==> config.mk <==
export PLATFORM = sky130hd
export DESIGN_NAME = operand_loader
export DESIGN_NICKNAME = d
export VERILOG_FILES = /design/src/rtl/simpson_pkg.sv /design/src/rtl/operand_loader_phase_timer.sv /design/src/rtl/operand_loader.sv
export SDC_FILE = /design/constraint.sdc
export NUM_CORES = 1
export LEC_CHECK = 0
export CORE_AREA = 2 2 134 149
export CTS_CLUSTER_DIAMETER = 200
export DETAILED_ROUTE_END_ITERATION = 16
export DIE_AREA = 0 0 136 151
export GPL_TIMING_DRIVEN = 0
export PLACE_DENSITY = 0.59
export SYNTH_ARGS = -nofsm -noshare
export SYNTH_HDL_FRONTEND = slang
export SYNTH_SLANG_ARGS = --single-unit
==> constraint.sdc <==
create_clock -name clk -period 2.45 [get_ports clk]
set_clock_uncertainty 0.1 [all_clocks]
set_input_delay 0.245 -clock clk [delete_from_list [all_inputs] [get_ports clk]]
set_output_delay 0.245 -clock clk [all_outputs]
set_load 0.005 [all_outputs]
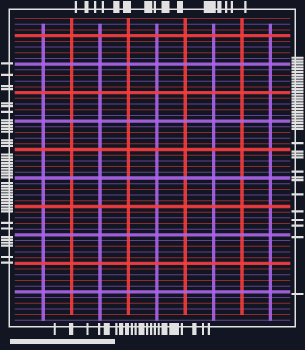
Figure 1: run 1, supply network.
The bar under the picture is 50 um long. Pins as bars on the die edge.
[VSS] purple
[VDD] red
met5 straps: 10
rows: 53
met4 straps: 9
Die Ht: 151 um
CORE AREA: 18970 um^2
Die Width: 136 um

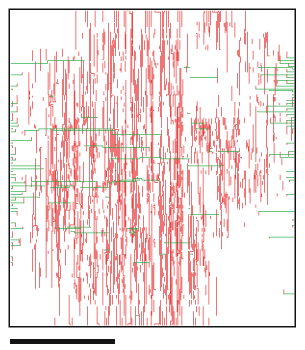
Figure 2: run 1, signal wires by layer.
The bar under the picture is 50 um long. Two of the layers only.
[met3] green | wire length: 885 um
[met2] red | wire length: 9430 um
via count: 5532
Total Routing Usage GR: 19.37%
WL/cell: 16.68 um
Total Routed Length: 18920 um

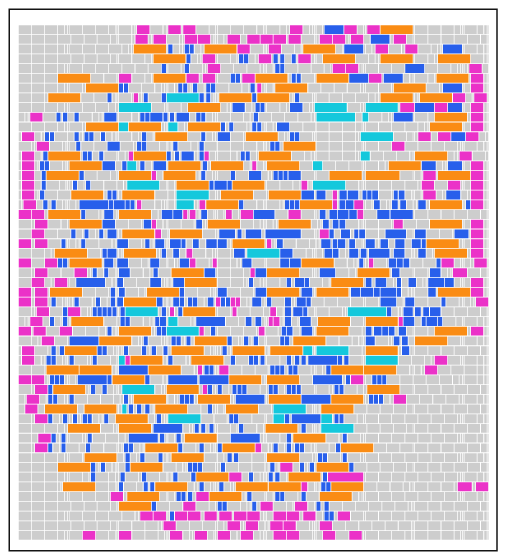
Figure 3: run 1, placed cells, one colour a class.
Fill, decap, tap and diode cells in grey.
[all other logic] blue | cells: 513 | share of their area: 33%
[flops] orange | cells: 144 | share of their area: 40%
[clock drivers and dummy loads] cyan | cells: 32 | share of their area: 6.5%
[other buffers and delay cells] magenta | cells: 198 | share of their area: 20%
fraction of area in registers: 39.08%
Rows: 53
post-layout util: 48.63%
Final Cell Area: 9224 um^2

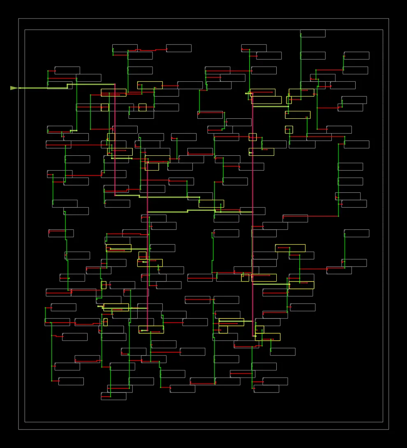
Figure 4: run 1, the clock network.
cts bufs inserted: 17
clk sink count: 144

==> run_results.csv, run 1 <==
group,metric,value,unit
run_status,status,"finished clean",
worst_hold_path,hold_path_depth,3,
die,core_util_floorplan,35.42,%
power,sequentialPower,4090,uW
cts,htreeDepth,4,
sta,fmax,0.4250,GHz
power,power-per-cell-area,1211,nW/um^2
power,internal-power,7128,uW
cts,cts_tree,"done",
power,peakVddDrop,0.5796,mV
power,net-switching-power,4043,uW
worst_setup_path,slowest_delay,0.49,ns
routing,dr.pass1.iters,5,
sta,fin_crit,2.353,ns
cts,cts-root-buf,"clkbuf_16",
worst_setup_path,cp-end-kind,"primary output",
synthesis,synthTopCellsByCount,"nand2_1, dfrtp_1, clkbuf_1",
power,power_clock,2550,uW
routing,vias_per_cell,4.878,
die,die_area,20540,um^2
grt,antenna_found_initial,0,
worst_setup_path,crit_required,2.11,ns
layout,num_antenna_cells,0,
power,p_comb,4530,uW
power,clkPwrFrac,22.8,%
power,p_seq_share,36.7,%
cts,cts_buffer_depth,2,
placed_design,gp_congestion,0.8298,
layout,layout-drive-gt1-share,10.94,%
layout,mostFrequentLayoutCell,"nand2_1",
routing,wl_met3,884,um
routing,route.detailed.drc,0,
sta,worst_slew_pin_slew,0.6762,ns
synthesis,edf_count,0,
power,power_leader,"combinational logic",
[run 1: layout make-up]
cell class	count	area [um^2]	share of cell area [%]
Timing Repair Buffer	155	1565	16.97
Tap cell	247	309.0	3.351
Sequential cell	144	3605	39.08
Clock buffer	19	442.9	4.802
Multi-Input combinational cell	508	2943	31.90
Clock inverter	13	140.1	1.519
Buffer	43	200.2	2.170
Inverter	5	18.77	0.2035
[run 1: worst max-delay path, delay by kind of cell (launching register included)]
kind | cells | cell delay, ns
AND/OR/NAND/NOR | 1 | 0.39
flip-flops | 1 | 0.45
buffers and inverters | 3 | 0.74
[run 1: metal layers]
| layer | GRT usage, % | vias up |
|---|---|---|
| li1 | - | 2684 |
| met1 | 25.38 | 2677 |
| met2 | 32.34 | 151 |
| met3 | 4.150 | 20 |
| met4 | 5.677 | 0 |
| met5 | 0 | - |
[run 1: kinds of logic after synthesis]
logic type	after synthesis	share of synthesized area, %
AND/OR/NAND/NOR	374	23.02
flip-flops	144	53.64
AND-OR/OR-AND	76	7.693
XOR/XNOR	5	0.6519
buffers and inverters	50	3.110
adder cells (fa/ha/maj)	4	0.7450
multiplexers	49	11.14
[run 1: what timing repair did]
item	CTS	global route
resized	11	11
hold buffers	1	0
endpoints found under the setup margin	44	48
pin swaps	0	1
endpoints found under the hold margin	61	0
cloned	0	0
setup buffers	0	2
[run 1: per-stage QoR]
step	hold slack (ns)	util, %	std cells	setup slack, ns	TNS (ns)
after floorplan	-0.1506	-	702	0.2685	0
after global placement	0.3539	45.02	1100	-5.090	-752.11
final	0.2451	48.63	1134	0.09711	0
after detailed placement	0.1743	45.17	1101	-0.6534	-18.41
after CTS	0.2302	48.40	1132	0.03032	0
after global routing	0.2451	48.63	1134	0.009003	0
==> run 2, diff against run 1 <==
- PLACE_DENSITY: 0.59 -> not set
- SETUP_SLACK_MARGIN: not set -> 0.2
- clock period: 2.45 -> 2.1 ns (I/O delays scaled with it)
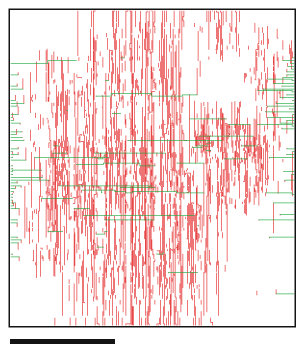
Figure 5: run 2, signal wires by layer.
The bar under the picture is 50 um long. Two of the layers only.
[met2] red | wire length: 10100 um
[met3] green | wire length: 1050 um
via count: 5686
WL/cell: 17.25 um
Total Routing Usage GR: 20.22%
Total Routed Length: 20140 um

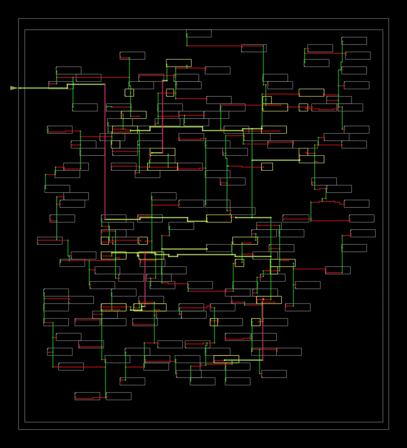
Figure 6: run 2, the clock network.
flip-flops: 144
P_clk: 2990 uW
# clk buffers: 17
Insertion Delay late pin: 0.43 ns

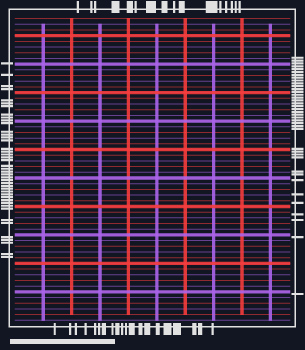
Figure 7: run 2, supply network.
The bar under the picture is 50 um long. Pins as bars on the die edge.
[VDD] red
[VSS] purple
met1 rails: 54
signal pins: 152
VDD IR max: 0.7370 mV

==> run_results.csv, run 2 <==
group,metric,value,unit
run_status,status,"complete, but fails checks",
run_status,failed_checks,"setup timing",
routing,dr.pass1.iters,6,
die,fp-row-count,53,
power,clkPwrFrac,21.6,%
sta,fin_crit,2.146,ns
power,p_comb,6070,uW
layout,final_core_util,51.36,%
die,fp.dieH,151,um
cts,cts_made_buffers,17,
worst_setup_path,path_delay_family,"simple AND/OR/NAND/NOR gates",
die,core_util_floorplan,35.42,%
power,internal-power,8703,uW
worst_setup_path,cp.depth,6,
worst_hold_path,hold_path_depth,3,
layout,mostFrequentLayoutCell,"nand2_1",
synthesis,netlist.area_leader.share,53.64,%
die,die_area,20540,um^2
cts,clk_pin_slew,0.07,ns
placed_design,gp_congestion,0.8108,
layout,num_antenna_cells,0,
sta,setup_viol,10,
die,core,18970,um^2
cts,cts_buffer_depth,2,
power,power_leader,"combinational logic",
routing,route.detailed.drc,0,
synthesis,synthTopCellsByCount,"nand2_1, dfrtp_1, clkbuf_1",
worst_setup_path,slowest_delay,0.52,ns
power,sequentialPower,4780,uW
die,die_x,136,um
sta,worst_slew_pin_slew,0.6123,ns
die,io_pins,152,
power,net-switching-power,5137,uW
sta,fin_ws,-0.04557,ns
worst_setup_path,crit_required,2.31,ns
worst_setup_path,cp-end-kind,"flip-flop",
routing,vias_per_cell,4.872,
grt,antenna_found_initial,0,
cts,cts-root-buf,"clkbuf_16",
grt,gr-total-overflow,0,
cts,htreeDepth,4,
worst_setup_path,crit_buf_inv,2,
grt,grt_max_degree,93,
## run 2: cell counts after synthesis
No cell type changed its count.
## run 2: layer usage
layer | up-vias | track usage (%) | wire (um)
met5 | - | 0 | 0
li1 | 2753 | - | -
met4 | 0 | 5.781 | 216
met2 | 156 | 34.32 | 10140
met3 | 15 | 4.250 | 1050
met1 | 2762 | 26.12 | 8732
## run 2: repair_timing
| action | CTS | global route |
|---|---|---|
| hold buffers | 1 | 0 |
| cloned | 1 | 0 |
| resized | 68 | 49 |
| setup buffers | 25 | 7 |
| endpoints found under the hold margin | 52 | 0 |
| pin swaps | 14 | 8 |
| setup endpoints to repair | 144 | 121 |
## run 2: area by class of cell
class	count	area, um^2	share of cell area [%]
Tap cell	247	309.0	3.173
Clock buffer	17	425.4	4.367
Clock inverter	15	148.9	1.529
Sequential cell	144	3606	37.02
Timing Repair Buffer	186	1809	18.57
Buffer	45	355.3	3.648
Inverter	5	18.77	0.1927
Multi-Input combinational cell	508	3068	31.50
## run 2: metrics by stage
| step | setup WS, ns | std cells | power, uW | hold slack, ns |
|---|---|---|---|---|
| after floorplan | 0.02935 | 702 | 8061 | -0.1856 |
| after global placement | -5.409 | 1100 | 10050 | 0.3542 |
| after detailed placement | -0.6232 | 1101 | 10170 | 0.1028 |
| after CTS | 0.01952 | 1160 | 13700 | 0.1840 |
| after global routing | -0.08114 | 1167 | 14750 | 0.1914 |
| final | -0.04557 | 1167 | 13840 | 0.1990 |
## run 2: logic make-up after synthesis
kind of cell / synth area share, %
buffers and inverters: 3.110
xor gates and xnor gates: 0.6519
adders and majority gates: 0.7450
AOI/OAI and AO/OA: 7.693
and+or+nand+nor: 23.02
muxes: 11.14
DFF: 53.64
No activity file was given, so power comes from the tool's default toggle rates.
